Design mcl_req_word_packer, sky130hd; sources not shown.
**Run 1: cells coloured by class**

Bar = 50 um. Fill, decap, tap and diode cells in grey.
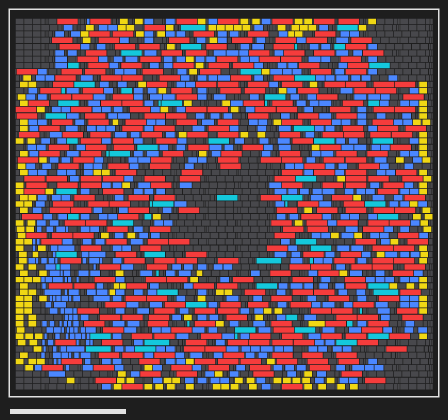
clock drivers and dummy loads: marked cyan, cells 66, share of their area 6.8%. flip-flops: marked red, cells 363, share of their area 48%. other buffers and delay cells: marked yellow, cells 211, share of their area 11%. all other logic: marked blue, cells 583, share of their area 34%.
Site Rows: 59
core area: 28,900 um2
flop share of the area: 46.6%
Util after Layout: 67.4%

**Run 1: placement density heat map**

The die is cut into 18 by 17 equal tiles; white is low, dark blue is high, 0 to 100% covered.
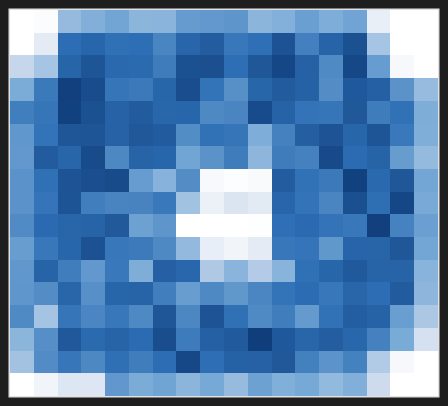
5.6% of the tiles are nearly empty. The fullest tile reaches 95%. The mean over all tiles is 62%. 36% of the tiles are over 75% full. The emptiest ninth of the die: centre.
fp_density: 56.0%

**Run 1: M1 wires**

Supply wires on this layer in grey.
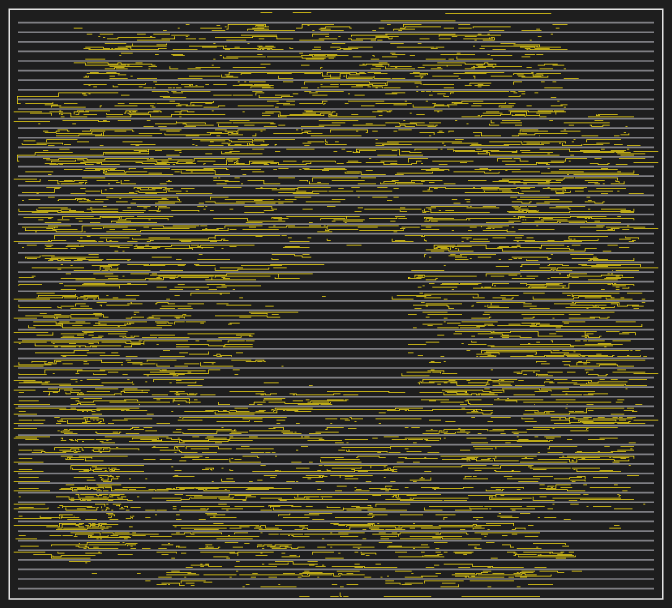
The layer holds 47% of the routed length. The longest straight run is 60.0 um. The layer carries 14,500 um of wire. The wires run mostly horizontal.
M1 GR Usage: 29.5%
Via Count: 8,728
Routed WL: 31,200 um

==> reports/qor.txt, run 1 <==
Async SR Flop Fraction: 100%
Inserted Diodes: 0
status: finished clean
Sink Count: 363
vias in the first global route: 9,644
Clock Pin Slew Worst Setup and Hold Paths: 60 ps
total CTS buffers: 38
Worst Setup Start Kind: primary input
worst hold stages: 1
Worst Tran Pin Value: 997 ps
Fin. Hold Viols: 0
Post-CTS Setup Repair Bufs: 0
Post-DRT Antenna Nets: 0
yosys xor share: 0.649%
hold slack: 379 ps
Hold Buf Count CTS: 0
first-pass GRT wire length: 51,900 um
YS warnings: 0
WL/cell: 19.3 um
Peak VDD IR: 0.150 mV
NumNets Final: 1,247
initial antenna violation count: 0
1st-iter DRT viols: 427
and+or+nand+nor area frac: 1.63%
Mapped Nets: 1,078
1st-pass router iterations: 4
most numerous logic cells after layout: dfrtp_1, mux2_1, clkdlybuf4s50_1
CTS tree: done
Latency at later pin: 510 ps
largest net degree at the start of global routing: 170
final setup violation count: 0
Remaining DRCs: 0
DP Cell Count: 1,553
Layout area overhead: 20.5%
Setup CP Type: primary input to output port
Logic family by area: multiplexers
minimum clock period: 6950 ps
fmax: 0.144 GHz
M2 GR Usage: 34.1%
global-route usage over all layers: 21.1%
FF-to-FF path depth: 8
share of cells above drive strength 1: 25.9%
critical-path maximum fanout: 6
## run 1: cell usage after synthesis (2+ instances only)
cell type  number  area share (%)
mux2_1        240              17
xor2_1          4            0.22
a31oi_1         2           0.077
nor2_1         12            0.28
nand2_1         7            0.16
nor2b_1         5            0.19
clkbuf_1       16            0.37
dfrtp_1       362              56
buf_12          9             1.1
mux2i_1         4            0.25
a21oi_1         5            0.15
nand2_8         3            0.37
xnor2_1         8            0.43
nor3_1          3           0.093
inv_1          12            0.28
mux2_4         90             8.3
ha_1           12            0.93
buf_2          28            0.87
mux2_2        150              10
buf_4          29             1.3
o21ai_0         6            0.19
nand3_1         3           0.093
nand2b_1        2           0.077
## run 1: layout make-up
type | count | area (um2) | area share [%]
Clock buffer | 56 | 1110 | 5.69
Timing Repair Buffer | 211 | 2100 | 10.8
Tap cell | 396 | 495 | 2.54
Sequential cell | 363 | 9090 | 46.6
Multi-Input combinational cell | 571 | 6480 | 33.2
Clock inverter | 10 | 181 | 0.930
Inverter | 12 | 52.6 | 0.269
## run 1: cell families after synthesis
family	Yosys count
flip-flops	363
AND-OR/OR-AND	20
other	1
multiplexers	484
AND/OR/NAND/NOR	41
buffers and inverters	94
XOR/XNOR	12
adder cells (fa/ha/maj)	13
## run 1: report_power, final
group          internal, mW  total, mW  switching, mW
sequential            0.905       1.09          0.183
clock                 0.368      0.595          0.227
combinational         0.815       1.50          0.686
## run 1: critical path: stages
cell and delay [ps]:
clkdlybuf4s50_1 490, nor2b_1 420, o21ai_0 290, nand3_1 150
clkdlybuf4s50_1 620
## run 1: metal layers
layer  routed length [um]  up-vias
met5                    0        -
met4                  497        0
met3                 1580       39
met2                14600      191
met1                14500     4559
li1                     -     3939
## run 1: through the flow
| step | cell area [um2] | util [%] | power, mW | setup WS (ps) |
|---|---|---|---|---|
| global placement | 18200 | 63.0 | 2.56 | 17520 |
| CTS | 19500 | 67.4 | 3.22 | 17450 |
| finish | 19500 | 67.4 | 3.18 | 17450 |
| detailed placement | 18200 | 63.0 | 2.60 | 17450 |
| global route | 19500 | 67.4 | 3.36 | 17370 |
| floorplan | 16200 | - | 2.08 | 11790 |
==> run 1 -> run 2 <==
Clock period 24.4 ns to 6.51 ns, I/O delays scaled along.
**Run 2: M1 wires**

Supply wires on this layer in grey.
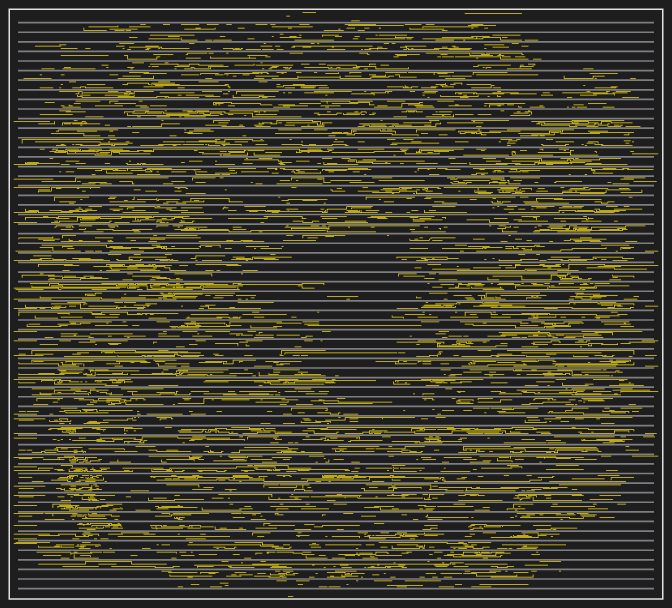
The layer holds 48% of the routed length. The wires run mostly horizontal.
Routed WL: 30,600 um
M1 GR Usage: 30.4%
Via Count: 8,677

==> reports/qor.txt, run 2 <==
Mapped Nets: 1,078 (unchanged)
Worst Setup Start Kind: flop (was primary input)
Site Rows: 59 (unchanged)
Async SR Flop Fraction: 100% (unchanged)
most numerous logic cells after layout: dfrtp_1, mux2_1, clkdlybuf4s50_1 (unchanged)
Worst Tran Pin Value: 1070 ps (was 997 ps)
Layout area overhead: 20.9% (was 20.5%)
Post-DRT Antenna Nets: 0 (unchanged)
largest net degree at the start of global routing: 191 (was 170)
metal3 WL: 1250 um (was 1580 um)
Peak VDD IR: 0.698 mV (was 0.150 mV)
Metal-1 WL: 14,800 um (was 14,500 um)
Top Metal Used: met4 (unchanged)
met2 WL: 14,100 um (was 14,600 um)
area leader, netlist: dfrtp_1 (unchanged)
NumNets Final: 1,246 (was 1,247)
minimum clock period: 3720 ps
core area: 28,900 um2 (unchanged)
global-route usage over all layers: 20.8% (was 21.1%)
fp_density: 56.0% (unchanged)
top-count cell post-synth: dfrtp_1 (unchanged)
status: finished clean (unchanged)
worst-path cell chain: buf_12 -> mux2_2 -> clkdlybuf4s50_1 (was clkdlybuf4s50_1 -> nor2b_1 -> o21ai_0 -> nand3_1 -> clkdlybuf4s50_1)
YS warnings: 0 (unchanged)
slowest stage delay, CP: 990 ps (was 620 ps)
[run 2: cell counts after synthesis]
No cell type changed its count.
[run 2: cell type report]
cell class	count	area (um2)	share of cell area [%]
well taps	396	495	2.53
repair buffers	210	2130	10.9
diodes	1	2.50	0.0128
inverters	12	48.8	0.249
multi-input cells	571	6480	33.1
clock inverters	7	85.1	0.435
flip-flops and latches	363	9090	46.4
clock buffers	63	1240	6.33
[run 2: where the power goes]
| part | switching (mW) | internal [mW] | total [mW] |
|---|---|---|---|
| clock network | 0.864 | 1.38 | 2.24 |
| registers | 0.730 | 3.39 | 4.12 |
| logic | 2.51 | 3.06 | 5.57 |
| total | 4.10 | 7.83 | 11.9 |
[run 2: cells by family (layout without fill, tap and decap cells)]
logic type,after synthesis,after routing,synth area share [%]
AND/OR/NAND/NOR,41,41,1.63
buffers and inverters,94,292,3.97
multiplexers,484,484,35.7
XOR/XNOR,12,12,0.649
adder cells (fa/ha/maj),13,13,1.05
AND-OR/OR-AND,20,20,0.865
flip-flops,363,363,56.1
other,1,2,0.0232
[run 2: worst reg2reg max path, delay by kind of cell, from the launching register on]
family | cells | cell delay (ps)
buffers and inverters | 3 | 1800
AND-OR/OR-AND | 1 | 130
adder cells (fa/ha/maj) | 1 | 270
multiplexers | 1 | 440
AND/OR/NAND/NOR | 2 | 300
flip-flops | 1 | 470
[run 2: per-stage QoR]
step                      cells  cell area, um2  hold slack [ps]  worst slack (ps)
after floorplan            1028           16200              354               892
after global placement     1552           18200              362              2720
after detailed placement   1552           18200              371              2670
after CTS                  1622           19600              362              2730
after global routing       1622           19600              391              2630
final                      1623           19600              370              2790
[run 2: metal layers]
metal  up-vias  global-route usage [%]
li1       3964                       -
met1      4500                    30.4
met2       176                    32.9
met3        37                    3.41
met4         0                    4.62
met5         -                       0
Power and IR drop assume default switching activity.
